Run 1, M2 wires:
Drawn at 1.5 px/um. Cells faint in the background.
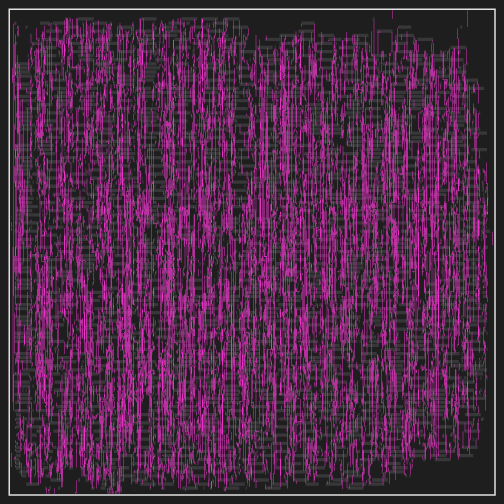
Run 1, the metal 3 layer:
Drawn at 1.5 px/um. Cells faint in the background.
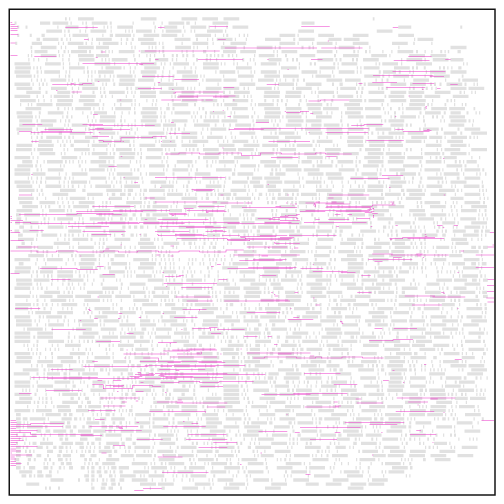
Run 1, congestion heat map:
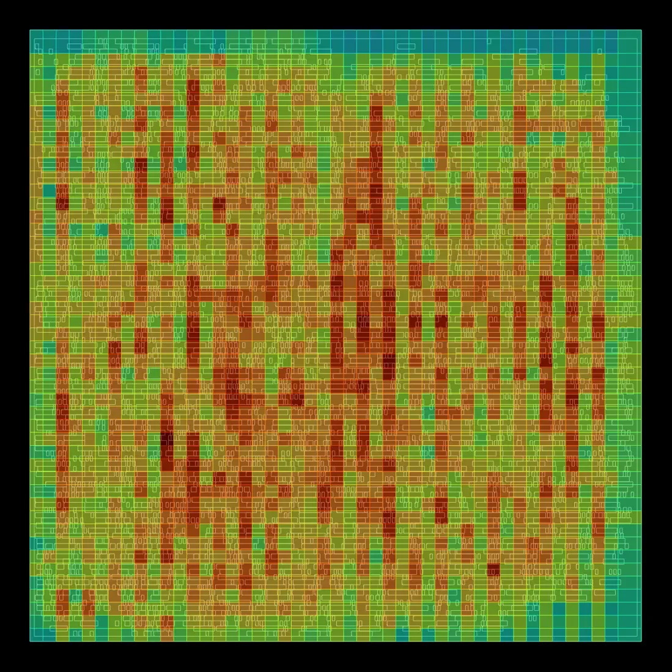
==> config.mk <==
export PLATFORM = sky130hd
export DESIGN_NAME = sync_fifo_prog_flat
export DESIGN_NICKNAME = d
export VERILOG_FILES = /design/src/rtl/sync_fifo_pkg.sv /design/src/rtl/sync_fifo_prog_if.sv /design/src/rtl/fifo_mem.sv /design/src/rtl/sync_fifo_prog.sv /design/src/flat_wrapper.sv
export SDC_FILE = /design/constraint.sdc
export NUM_CORES = 1
export LEC_CHECK = 0
export ABC_AREA = 1
export CAP_MARGIN = 20
export CELL_PAD_IN_SITES_DETAIL_PLACEMENT = 1
export CELL_PAD_IN_SITES_GLOBAL_PLACEMENT = 1
export CORE_MARGIN = 2
export CORE_UTILIZATION = 45
export CTS_CLUSTER_SIZE = 25
export DETAILED_ROUTE_END_ITERATION = 8
export PLACE_DENSITY_LB_ADDON = 0.1
export SYNTH_ARGS = -nofsm -noshare
export SYNTH_HDL_FRONTEND = slang
export SYNTH_SLANG_ARGS = --single-unit
==> constraint.sdc <==
create_clock -name Clk -period 3.9 [get_ports Clk]
set_clock_uncertainty 0.15 [all_clocks]
set_input_delay 0.78 -clock Clk [delete_from_list [all_inputs] [get_ports Clk]]
set_output_delay 0.78 -clock Clk [all_outputs]
set_load 0.01 [all_outputs]
==> src/rtl/sync_fifo_pkg.sv <==
// Shared constants and helpers for the single-clock programmable FIFO.
package sync_fifo_pkg;

  localparam int FIFO_STD  = 0;
  localparam int FIFO_FWFT = 1;

  // Level/pointer width: one extra bit so full and empty are distinguishable.
  function automatic int level_width(input int a_width);
    return a_width + 1;
  endfunction

endpackage

==> src/rtl/sync_fifo_prog_if.sv <==
// Producer/consumer bus of sync_fifo_prog: write port, read port, thresholds and status.
interface sync_fifo_prog_if
  import sync_fifo_pkg::*;
#(
  parameter int a_width = 6,
  parameter int d_width = 16
);

  localparam int l_width = level_width(a_width);

  // Handshake: a write is taken on a rising edge when wr_en=1 and fifo_full=0
  // (flag value before the edge); a read/pop is taken when rd_en=1 and fifo_empty=0.
  // Requests against full/empty are dropped and flagged; the requester retries.
  logic               wr_en;
  logic [d_width-1:0] wr_data;
  logic               rd_en;
  logic [d_width-1:0] rd_data;
  logic               rd_valid;
  logic [l_width-1:0] af_thresh;
  logic [l_width-1:0] ae_thresh;
  logic               clr_err;
  logic [l_width-1:0] fill_level;
  logic               fifo_full;
  logic               fifo_empty;
  logic               almost_full;
  logic               almost_empty;
  logic               overflow;
  logic               underflow;

  modport master (
    output wr_en, wr_data, rd_en, af_thresh, ae_thresh, clr_err,
    input  rd_data, rd_valid, fill_level, fifo_full, fifo_empty,
           almost_full, almost_empty, overflow, underflow
  );

  modport slave (
    input  wr_en, wr_data, rd_en, af_thresh, ae_thresh, clr_err,
    output rd_data, rd_valid, fill_level, fifo_full, fifo_empty,
           almost_full, almost_empty, overflow, underflow
  );

endinterface

==> src/rtl/fifo_mem.sv <==
// Simple dual-port register array: one synchronous write port, one asynchronous read port.
module fifo_mem #(
  parameter int a_width = 6,
  parameter int d_width = 16
) (
  input  logic               clk,
  input  logic               we,
  input  logic [a_width-1:0] waddr,
  input  logic [d_width-1:0] wdata,
  input  logic [a_width-1:0] raddr,
  output logic [d_width-1:0] rdata
);

  // Storage is deliberately not reset; the pointers define what is valid.
  logic [d_width-1:0] mem [2**a_width];

  always_ff @(posedge clk) begin
    if (we) begin
      mem[waddr] <= wdata;
    end
  end

  assign rdata = mem[raddr];

endmodule

==> src/rtl/sync_fifo_prog.sv <==
// Single-clock FIFO with standard/FWFT read mode, programmable almost flags,
// live fill level and sticky overflow/underflow flags.
module sync_fifo_prog
  import sync_fifo_pkg::*;
#(
  parameter int a_width = 6,
  parameter int d_width = 16,
  parameter int fwft    = FIFO_STD
) (
  input  logic            Clk,
  input  logic            resetn,
  sync_fifo_prog_if.slave bus
);

  localparam int l_width = level_width(a_width);
  localparam logic [l_width-1:0] depth = {1'b1, {a_width{1'b0}}};

  logic [l_width-1:0] wr_ptr;
  logic [l_width-1:0] rd_ptr;
  logic [l_width-1:0] level;
  logic               full;
  logic               empty;
  logic               wr_acc;
  logic               rd_acc;
  logic [d_width-1:0] mem_rdata;
  logic               overflow_q;
  logic               underflow_q;

  // Everything visible is decoded from registered pointers only.
  assign level  = wr_ptr - rd_ptr;
  assign full   = (level == depth);
  assign empty  = (level == '0);
  assign wr_acc = bus.wr_en && !full;
  assign rd_acc = bus.rd_en && !empty;

  always_ff @(posedge Clk or negedge resetn) begin
    if (!resetn) begin
      wr_ptr <= '0;
      rd_ptr <= '0;
    end else begin
      if (wr_acc) begin
        wr_ptr <= wr_ptr + 1'b1;
      end
      if (rd_acc) begin
        rd_ptr <= rd_ptr + 1'b1;
      end
    end
  end

  // Sticky error flags; a new error in the clearing cycle takes precedence.
  always_ff @(posedge Clk or negedge resetn) begin
    if (!resetn) begin
      overflow_q  <= 1'b0;
      underflow_q <= 1'b0;
    end else begin
      if (bus.wr_en && full) begin
        overflow_q <= 1'b1;
      end else if (bus.clr_err) begin
        overflow_q <= 1'b0;
      end
      if (bus.rd_en && empty) begin
        underflow_q <= 1'b1;
      end else if (bus.clr_err) begin
        underflow_q <= 1'b0;
      end
    end
  end

  fifo_mem #(
    .a_width (a_width),
    .d_width (d_width)
  ) u_mem (
    .clk   (Clk),
    .we    (wr_acc),
    .waddr (wr_ptr[a_width-1:0]),
    .wdata (bus.wr_data),
    .raddr (rd_ptr[a_width-1:0]),
    .rdata (mem_rdata)
  );

  generate
    if (fwft == FIFO_FWFT) begin : g_fwft
      // Head word is shown directly; zero while empty so stale data never leaks out.
      assign bus.rd_data  = empty ? '0 : mem_rdata;
      assign bus.rd_valid = !empty;
    end else begin : g_std
      logic [d_width-1:0] rd_data_q;
      logic               rd_valid_q;

      always_ff @(posedge Clk or negedge resetn) begin
        if (!resetn) begin
          rd_data_q  <= '0;
          rd_valid_q <= 1'b0;
        end else begin
          rd_valid_q <= rd_acc;
          if (rd_acc) begin
            rd_data_q <= mem_rdata;
          end
        end
      end

      assign bus.rd_data  = rd_data_q;
      assign bus.rd_valid = rd_valid_q;
    end
  endgenerate

  assign bus.fill_level   = level;
  assign bus.fifo_full    = full;
  assign bus.fifo_empty   = empty;
  assign bus.almost_full  = (level >= bus.af_thresh);
  assign bus.almost_empty = (level <= bus.ae_thresh);
  assign bus.overflow     = overflow_q;
  assign bus.underflow    = underflow_q;

endmodule
==> src/flat_wrapper.sv <==
// flat-port wrapper written by rule: the top's interface ports become plain ports
module sync_fifo_prog_flat import sync_fifo_pkg::*;
#(
  parameter int a_width = 6,
  parameter int d_width = 16,
  parameter int fwft    = FIFO_STD
)
  (Clk, resetn, bus_wr_en, bus_wr_data, bus_rd_en, bus_af_thresh, bus_ae_thresh, bus_clr_err, bus_rd_data, bus_rd_valid, bus_fill_level, bus_fifo_full, bus_fifo_empty, bus_almost_full, bus_almost_empty, bus_overflow, bus_underflow);
  sync_fifo_prog_if #(.a_width(a_width), .d_width(d_width)) bus_i ();
  input  logic Clk;
  input  logic resetn;
  input wire logic [$bits(bus_i.wr_en)-1:0] bus_wr_en;
  input wire logic [$bits(bus_i.wr_data)-1:0] bus_wr_data;
  input wire logic [$bits(bus_i.rd_en)-1:0] bus_rd_en;
  input wire logic [$bits(bus_i.af_thresh)-1:0] bus_af_thresh;
  input wire logic [$bits(bus_i.ae_thresh)-1:0] bus_ae_thresh;
  input wire logic [$bits(bus_i.clr_err)-1:0] bus_clr_err;
  output wire logic [$bits(bus_i.rd_data)-1:0] bus_rd_data;
  output wire logic [$bits(bus_i.rd_valid)-1:0] bus_rd_valid;
  output wire logic [$bits(bus_i.fill_level)-1:0] bus_fill_level;
  output wire logic [$bits(bus_i.fifo_full)-1:0] bus_fifo_full;
  output wire logic [$bits(bus_i.fifo_empty)-1:0] bus_fifo_empty;
  output wire logic [$bits(bus_i.almost_full)-1:0] bus_almost_full;
  output wire logic [$bits(bus_i.almost_empty)-1:0] bus_almost_empty;
  output wire logic [$bits(bus_i.overflow)-1:0] bus_overflow;
  output wire logic [$bits(bus_i.underflow)-1:0] bus_underflow;
  assign bus_i.wr_en = bus_wr_en;
  assign bus_i.wr_data = bus_wr_data;
  assign bus_i.rd_en = bus_rd_en;
  assign bus_i.af_thresh = bus_af_thresh;
  assign bus_i.ae_thresh = bus_ae_thresh;
  assign bus_i.clr_err = bus_clr_err;
  assign bus_rd_data = bus_i.rd_data;
  assign bus_rd_valid = bus_i.rd_valid;
  assign bus_fill_level = bus_i.fill_level;
  assign bus_fifo_full = bus_i.fifo_full;
  assign bus_fifo_empty = bus_i.fifo_empty;
  assign bus_almost_full = bus_i.almost_full;
  assign bus_almost_empty = bus_i.almost_empty;
  assign bus_overflow = bus_i.overflow;
  assign bus_underflow = bus_i.underflow;
  sync_fifo_prog #(.a_width(a_width), .d_width(d_width), .fwft(fwft)) u_core (.Clk(Clk), .resetn(resetn), .bus(bus_i));
endmodule
==> deck_impl_summary.md, run 1 <==
Implementation Results

Timing
  – Fin. max-slew vios: 0
  – Worst setup slack after layout: -0.03456 ns
  – Endpoints failing hold: 0
  – Max transition margin: a little under a quarter
  – Fmax: about 0.25 GHz
  – Slew @ Worst Pin: 1.162 ns
  – RSZ-0062 raised after global routing: true
  – Final period util: 100.9%
  – Worst hold slack: ~0.10 ns
  – Period minus WS final: around 3.9 ns
  – Endpoints failing setup: 1

Clocking
  – Clock Sinks: roughly 1100
  – Clock slew seen by the registers of the worst setup and hold paths: approximately 0.060 ns
  – Total CTS buffers: 114
  – Root Driver: clkbuf_16
  – Insertion Delay late pin: 0.70 ns
  – H-tree depth: 3
  – CTS Hold Bufs: 0
  – CTS tree: done
  – Worst-case clock buffer depth: 3

Global route
  – Pin count of the biggest net entering global routing: between 150 and 200
  – First-pass GRT wire length: 208.5 mm
  – GRT overflow: 0
  – Vias in the first global route: 33080
  – Initial antenna violation count: 2

Power
  – Total power: between 30 and 40 mW
  – Sequential power share: 34.6%
  – P_int: 23.55 mW
  – Clock Power Share: 28.2%
  – Max VDD drop: 0.0007890 V
  – Comb pwr share: a little under two fifths
  – Total leakage power: between 20 and 25 nW
  – Sw power: 14.56 mW
  – Pwr/cell area: 724.1 mW/mm^2
  – Sw Share: approximately two fifths

Synthesis
  – Cell count after synthesis: 4430
  – Sequential area share after synthesis: slightly below 70%
  – Ys Warns: 0
  – Synthesized area: roughly 0.046 mm^2
  – Mapped Avg Cell Area: ~10 um^2
  – Cell area leaders: edfxtp_1 67%, nand2_1 12%, nand3_1 5.3%
  – Cell type with the largest total area: edfxtp_1
  – Unique masters post-synth: 30
  – Async S/R FF share, synth: ~3.1%
  – Syn Nets: around 4500
  – Post-synth EDFFs: 1024
  – Chip Area, Yosys: about 0.046 mm^2
  – Registers, synthesis: approximately 1100
  – Area share of the largest cell type after synthesis: between 60 and 70%
  – # Cells Yosys: roughly 4400
  – Dominant flop cell: edfxtp_1

Critical path
  – Worst r2r path cells: 17
  – Worst path slowest cell: dfrtp_1
  – WS Path Type: register to output port
  – Endpoint type of the worst setup path: output port
  – Crit-path cells: inv_2, ha_4, inv_2, fa_2, nand3_2, nand3_2, xor2_2, ha_1, nand2_1, o21ai_1, o21ai_1, o21ai_1, nand2_1, nand2_1, nand2_1, buf_2
  – Worst Path Required: 2.97 ns
  – Most frequent CP cell: nand2_1
  – Crit path largest cell delay: 0.40 ns
  – Startpoint type of the worst setup path: register
  – Worst Path Max Fanout: 3
  – Crit path DAT: about 3.0 ns

Route
  – DR WL met3: 6.746 mm
  – Top Layer Used: met4
  – Vias per cell: 5.277
  – First drt pass iteration count: 5
  – DRC viols: 0
  – DR iter-0 viols: 2663
  – Met2 wire len: slightly below 70 mm
  – Routed Antenna Nets: 0
  – M1 wire length: 60.72 mm

Run status
  – Failing checks: setup timing
  – Status: complete, but fails checks

Layout
  – P&R area growth vs syn: 15.04%
  – Layout cell share with drive strength beyond 1: under 10%
  – Final core utilization: 52.40%
  – Top cell excl fill/tap: nand2_1
  – Most common logic cells in the final layout: 1499 x nand2_1, 1024 x edfxtp_1, 542 x inv_1
  – Fill cells: between 10000 and 15000
  – NumNets Final: 4645

Flow run
  – Log Warnings: approximately 42
  – Max-Cap Viols: 0

Floorplan
  – Die Span Y: 322.9 um
  – Chip Width: around 320 um
  – Ports: between 60 and 70
  – Core region area: 0.1004 mm^2
  – Cell Rows: between 100 and 150
  – FP Core Util: a little under half
  – Die ar.: 0.1042 mm^2

Placement
  – Pre-CTS setup slack: about 0.028 ns
  – HPWL Detailed: around 84 mm
  – RD Place Congestion: 0.8354
  – Port bufs: around 64

Hold path
  – Hold Crit Class: input pin to async pin
Back to the opening pictures, 'M2 wires':
main direction = vertical
wire length on this layer = 67.9 mm
nets with wire on the layer = 3628
Via Count: 31880
met2 Use GR: 45.64%
Routed WL: 141.0 mm

Back to the opening pictures, 'the metal 3 layer':
wire length on this layer = 6750 um
share of all routed wire = 4.8%
main direction = horizontal
nets with wire on the layer = 238
longest straight run = 89.5 um
M3 GR Usage: 3.757%

Back to the opening pictures, 'congestion heat map':
GRT Overall Usage: 27.28%
grt met1 use: 36.28%
DR WL/cell: 23.33 um

[run 1: sequential cells by signal, indices dropped and copies added (netlist names)]
register,cells
u_core.bus.overflow,1
u_core.bus.underflow,1
u_core.u_mem.mem,1024
u_core.wr_ptr,7
u_core.bus.rd_valid,1
u_core.bus.rd_data,16
u_core.rd_ptr,7
[run 1: power by group through the flow]
stage          clock network [mW]  logic [mW]  registers (mW)
2_1_floorplan                   0        8.34            13.3
6_report                     10.7        14.2            13.2
3_5_place_dp                    0        13.8            13.4
3_3_place_gp                    0        13.6            13.4
4_1_cts                      10.9        14.2            13.2
5_1_grt                      11.3        15.6            13.2
[run 1: critical path, delay by kind of cell, from the launching register on]
family / cells / cell delay, ns
compound gates: 3 / 0.28
xor+xnor: 1 / 0.17
fa+ha+maj: 3 / 0.83
buf+inv: 3 / 0.26
flops: 1 / 0.40
simple gates: 6 / 0.39
[run 1: synth_stat cells (all sizes together), types with 5 or more instances]
| master | instances |
|---|---|
| xnor2 | 5 |
| nor2 | 357 |
| nand3 | 481 |
| dfrtp | 33 |
| nand4 | 5 |
| ha | 18 |
| clkbuf | 80 |
| edfxtp | 1024 |
| o21ai | 141 |
| inv | 552 |
| nand2 | 1509 |
| xor2 | 9 |
| or2 | 25 |
| a21oi | 39 |
| buf | 137 |
[run 1: path summary, 6_finish.rpt]
kind | from | end | slack, ns
setup / recovery | u_core.wr_ptr[0] | bus_almost_empty | -0.03
hold / removal | resetn | u_core.bus.rd_data[5] | 0.10
setup reg to reg | u_core.rd_ptr[0] | u_core.u_mem.mem[22][8] | 0.14
hold reg to reg | u_core.bus.rd_data[10] | u_core.bus.rd_data[10] | 0.35
max in group asynchronous | resetn | u_core.bus.rd_data[3] | 2.77
min in group Clk | bus_wr_data[1] | u_core.u_mem.mem[40][1] | 0.18
[run 1: cell families (layout without fill, tap and decap cells)]
| group | after synthesis | in the layout | synth area share, % |
|---|---|---|---|
| AOI/OAI and AO/OA | 186 | 186 | 2.065 |
| xor gates and xnor gates | 14 | 14 | 0.2680 |
| adders and majority gates | 19 | 19 | 0.5360 |
| buffers and inverters | 772 | 1026 | 7.018 |
| DFF | 1057 | 1057 | 69.02 |
| other | 0 | 1 | 0 |
| and+or+nand+nor | 2382 | 2382 | 21.10 |
[run 1: metrics by stage]
stage / setup TNS, ns / area [um^2] / std cells
CTS: -0.07730 / 52450 / 6033
global route: -0.5988 / 52630 / 6041
finish: -0.03456 / 52630 / 6042
floorplan: -8.433 / 45750 / 4430
global placement: 0 / 48570 / 5807
detailed placement: 0 / 48590 / 5808
[run 1: per-layer routing]
layer	track usage [%]	vias to the layer above
met2	45.64	781
met5	0	-
met4	10.33	0
li1	-	14730
met3	3.757	244
met1	36.28	16120
[run 1: layout make-up]
class / count / area (um^2) / area share, %
multi-input combinational: 2601 / 11140 / 21.16
tap: 1357 / 1698 / 3.226
antenna: 1 / 2.502 / 0.004754
timing repair buffer: 262 / 2439 / 4.633
sequential: 1057 / 31580 / 60.01
clock buffer: 138 / 3028 / 5.753
clock inverter: 71 / 635.6 / 1.208
inverter: 555 / 2107 / 4.003
[run 1: repair_timing]
item,in CTS,in global routing
resized,39,17
pin swaps,14,6
setup buffers,16,5
setup endpoints to repair,5,85
==> run 2, diff against run 1 <==
Settings changed: CORE_MARGIN 2 to 4, CORE_UTILIZATION 45 to 46, SYNTH_HIERARCHICAL from default to 1.
==> run 2 against run 1 <==
Against the previous run:
- the flow still finishes with violations (setup timing)
- global-route usage fell by 0.067 points
- largest cell class unchanged
- final cell count fell by 13%
- non-clock buffer count fell by 12
- register-to-register slack improved by 0.08 ns
- clock-buffer cell count rose by 6
- core utilization rose by 0.56 points
- setup slack got worse by 0.20 ns
- area after synthesis fell by 3.8%
- critical endpoint is now bus_almost_full
- highest routed layer unchanged
- sequential power barely moved
- sequential share of layout area rose by 2.8 points
==> deck_impl_summary.md, run 2 <==
Implementation Results

Run status
  – Status: complete, but fails checks
  – Failing checks: setup timing

Hold path
  – Hold Crit Class: input pin to async pin

Layout
  – Most common logic cells in the final layout: 1385 x nand2_1, 1024 x edfxtp_1, 911 x nand3_1
  – Top reg by flops: u_core/u_mem/mem
  – P&R area growth vs syn: 14.34%
  – NumNets Final: 3974 (-14%)
  – Top cell excl fill/tap: nand2_1
  – Layout cell share with drive strength beyond 1: 10.46% (+0.83 points)
  – Fin cells: 5282 (-13%)
  – Max reg flops: 1024 (unchanged)

Global route
  – Initial antenna violation count: 8 (+6)
  – Vias in the first global route: 31890 (-3.6%)
  – Pin count of the biggest net entering global routing: 162 (+1.3%)
  – First-pass GRT wire length: 203.1 mm (-2.6%)
  – GRT overflow: 0 (unchanged)

Synthesis
  – Async S/R FF share, synth: 3.122% (unchanged)
  – Sequential area share after synthesis: 71.75% (+2.7 points)
  – Unique masters post-synth: 34 (+13%)
  – Ys Warns: 6 (+6)
  – Post-synth EDFFs: 1024 (unchanged)
  – Chip Area, Yosys: 0.04401 mm^2 (-3.8%)
  – Dominant flop cell: edfxtp_1
  – Syn Nets: 3845 (-14%)
  – Cell area leaders: edfxtp_1 70%, nand2_1 12%, nand3_1 10%
  – Registers, synthesis: 1057 (unchanged)
  – Area share of the largest cell type after synthesis: 69.87% (+2.7 points)
  – Cell type with the largest total area: edfxtp_1
  – Synth cell count leaders: 1392 x nand2_1, 1024 x edfxtp_1, 914 x nand3_1
  – Synthesized area: 0.04401 mm^2 (-3.8%)
  – Mapped Avg Cell Area: 11.61 um^2 (+12%)
  – # Cells Yosys: 3791 (-14%)
  – Cell count after synthesis: 3791 (-14%)
  – Cell with the most instances after synthesis: nand2_1

Clocking
  – Clock slew seen by the registers of the worst setup and hold paths: 0.06 ns (about the same)
  – CTS tree: done
  – Root Driver: clkbuf_16
  – Insertion Delay late pin: 0.71 ns (about the same)
  – H-tree depth: 3 (unchanged)
  – Clock Sinks: 1057 (unchanged)
  – Total CTS buffers: 110 (-3.5%)
  – Worst-case clock buffer depth: 3 (unchanged)

Critical path
  – Reg2reg start: u_core/wr_ptr[0]
  – Endpoint type of the worst setup path: output port
  – CP startpoint: u_core/wr_ptr[0]
  – Worst Path Required: 2.97 ns (about the same)
  – Crit path DAT: 3.21 ns (+0.21 ns)
  – Worst Path Max Fanout: 3 (unchanged)
  – Startpoint type of the worst setup path: register
  – WS Path Type: register to output port

Floorplan
  – Die Span Y: 317.3 um (-1.7%)
  – FP Core Util: 46.32% (+0.77 points)
  – Cell Rows: 113 (-2.6%)
  – Core region area: 0.09501 mm^2 (-5.4%)
  – Ports: 65 (unchanged)
  – Chip Width: 317.3 um (-1.7%)
  – Die ar.: 0.1007 mm^2 (-3.4%)

Timing
  – Fin. max-slew vios: 0 (unchanged)
  – Slew @ Worst Pin: 1.122 ns (-0.04009 ns)
  – Final period util: 106.1% (+5.2 points)
  – RSZ-0062 raised after global routing: true
  – Setup_tns: -0.3934 ns (-0.3588 ns)
  – Worst hold slack: 0.04964 ns (-0.05397 ns)
  – Fmax: 0.2417 GHz (-4.9%)
  – Worst setup slack after layout: -0.2365 ns (-0.2020 ns)
  – Max transition margin: 25.18% (+2.7 points)
  – Endpoints failing hold: 0 (unchanged)
  – Endpoints failing setup: 2 (+1)
  – Period minus WS final: 4.137 ns (+0.2020 ns)

Route
  – First drt pass iteration count: 6 (+1)
  – Vias per cell: 5.735 (+8.7%)
  – Met2 wire len: 66.41 mm (-2.3%)
  – DRC viols: 0 (unchanged)
  – Routed Antenna Nets: 0 (unchanged)
  – M1 wire length: 56.96 mm (-6.2%)
  – DR WL met3: 7.920 mm (+17%)
  – DR iter-0 viols: 3099 (+16%)
  – Top Layer Used: met4

Power
  – Pwr/cell area: 732.6 mW/mm^2 (+1.2%)
  – Max VDD drop: 0.0005708 V (-28%)
  – Total leakage power: 18.55 nW (-14%)

Placement
  – HPWL Detailed: 79.64 mm (-5.4%)
  – Cells after DPL: 5065 (-13%)
  – RD Place Congestion: 0.8735 (+4.6%)
  – Port bufs: 64 (unchanged)

Flow run
  – Max-Cap Viols: 0 (unchanged)
  – Log Warnings: 48 (+14%)
[run 2: final timing paths]
| check | end | slack (ns) | depth (start not counted) |
|---|---|---|---|
| worst min register to register | u_core/bus.rd_data[3] | 0.32 | 2 |
| worst max register to register | u_core/u_mem/mem[39][6] | 0.22 | 18 |
| worst max-delay path | bus_almost_full | -0.24 | 14 |
| worst min-delay path | u_core/bus.rd_data[15] | 0.05 | 1 |
| max in group asynchronous | u_core/rd_ptr[1] | 2.86 | 1 |
| min in group Clk | u_core/u_mem/mem[8][12] | 0.31 | 1 |
[run 2: logic make-up (layout without fill, tap and decap cells)]
group | count (synthesis) | after routing | share of synthesized area [%]
other | 0 | 3 | 0
AND-OR/OR-AND | 15 | 15 | 0.2019
buffers and inverters | 286 | 509 | 3.852
XOR/XNOR | 12 | 12 | 0.2388
AND/OR/NAND/NOR | 2402 | 2402 | 23.40
flip-flops | 1057 | 1057 | 71.75
adder cells (fa/ha/maj) | 19 | 19 | 0.5573
[run 2: metrics by stage]
stage / total power, mW / instance area, um^2 / util [%] / setup WS [ns]
floorplan: 21.08 / 44160 / - / -0.1235
global placement: 25.83 / 46560 / 49.00 / 0.05192
detailed placement: 26.12 / 46560 / 49.00 / -0.02458
CTS: 36.79 / 50250 / 52.89 / -0.1779
global route: 38.70 / 50310 / 52.95 / -0.4061
finish: 36.86 / 50320 / 52.96 / -0.2365
[run 2: repair_timing]
| action | 4_1_cts | 5_1_grt |
|---|---|---|
| hold buffers | 0 | 0 |
| setup buffers | 5 | 3 |
| gates resized | 37 | 12 |
| pin swaps | 14 | 11 |
| endpoints found under the hold margin | 0 | 0 |
| gates cloned | 0 | 0 |
| endpoints found under the setup margin | 5 | 5 |
[run 2: layout make-up]
class	count	area [um^2]
Sequential cell	1057	31590
Antenna cell	3	7.507
Multi-Input combinational cell	2448	11030
Clock inverter	62	626.9
Timing Repair Buffer	250	2327
Inverter	53	227.7
Fill cell	9903	44690
Tap cell	1265	1583
Clock buffer	144	2930
[run 2: critical path, cell delays in order (launching register included)]
cell and delay (ns):
dfrtp_1 0.39, inv_2 0.09, ha_4 0.15, inv_4 0.04, fa_2 0.41, xor2_4 0.19
buf_4 0.16, ha_4 0.27, nand2_1 0.05, o21ai_0 0.27, nand2_1 0.12, nand3_2 0.09
o211ai_1 0.10, nand2_1 0.08, buf_2 0.12
[run 2: where the power goes]
group / switching, mW / internal [mW] / total, mW / leakage (nW)
registers: 0.182 / 12.9 / 13.1 / 9.63
clock network: 4.42 / 5.91 / 10.3 / 1.74
logic: 9.45 / 4.02 / 13.5 / 7.18
total: 14.1 / 22.8 / 36.9 / 18.5
[run 2: routing by layer]
metal	vias up	GRT usage [%]
li1	13530	-
met1	15650	36.27
met2	902	45.45
met3	217	4.464
met4	0	9.743
met5	-	0
Run 2, routed metal per tile:
Drawn at 1 px/um. 32 x 32 tiles, from dark blue (low) to red (high), scaled to the fullest tile. Values are wire area over tile area, all layers added.
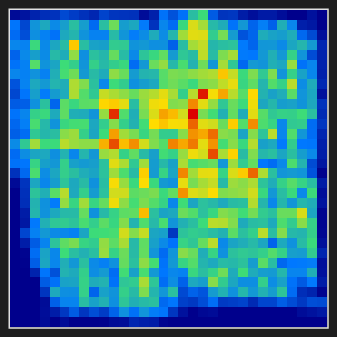
tiles over half the peak = 27%
emptiest ninth of the die = south-west
mean over tiles = 0.22
Via Count: 30290
Routed WL: 136.6 mm
GRT Overall Usage: 27.21%
DR WL/cell: 25.86 um

Run 2, the metal 3 layer:
Drawn at 1.5 px/um. Cells faint in the background.
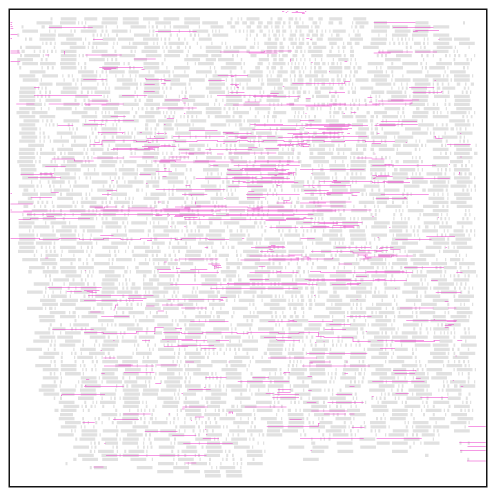
M3 GR Usage: 4.464%

Power and IR drop assume default switching activity.
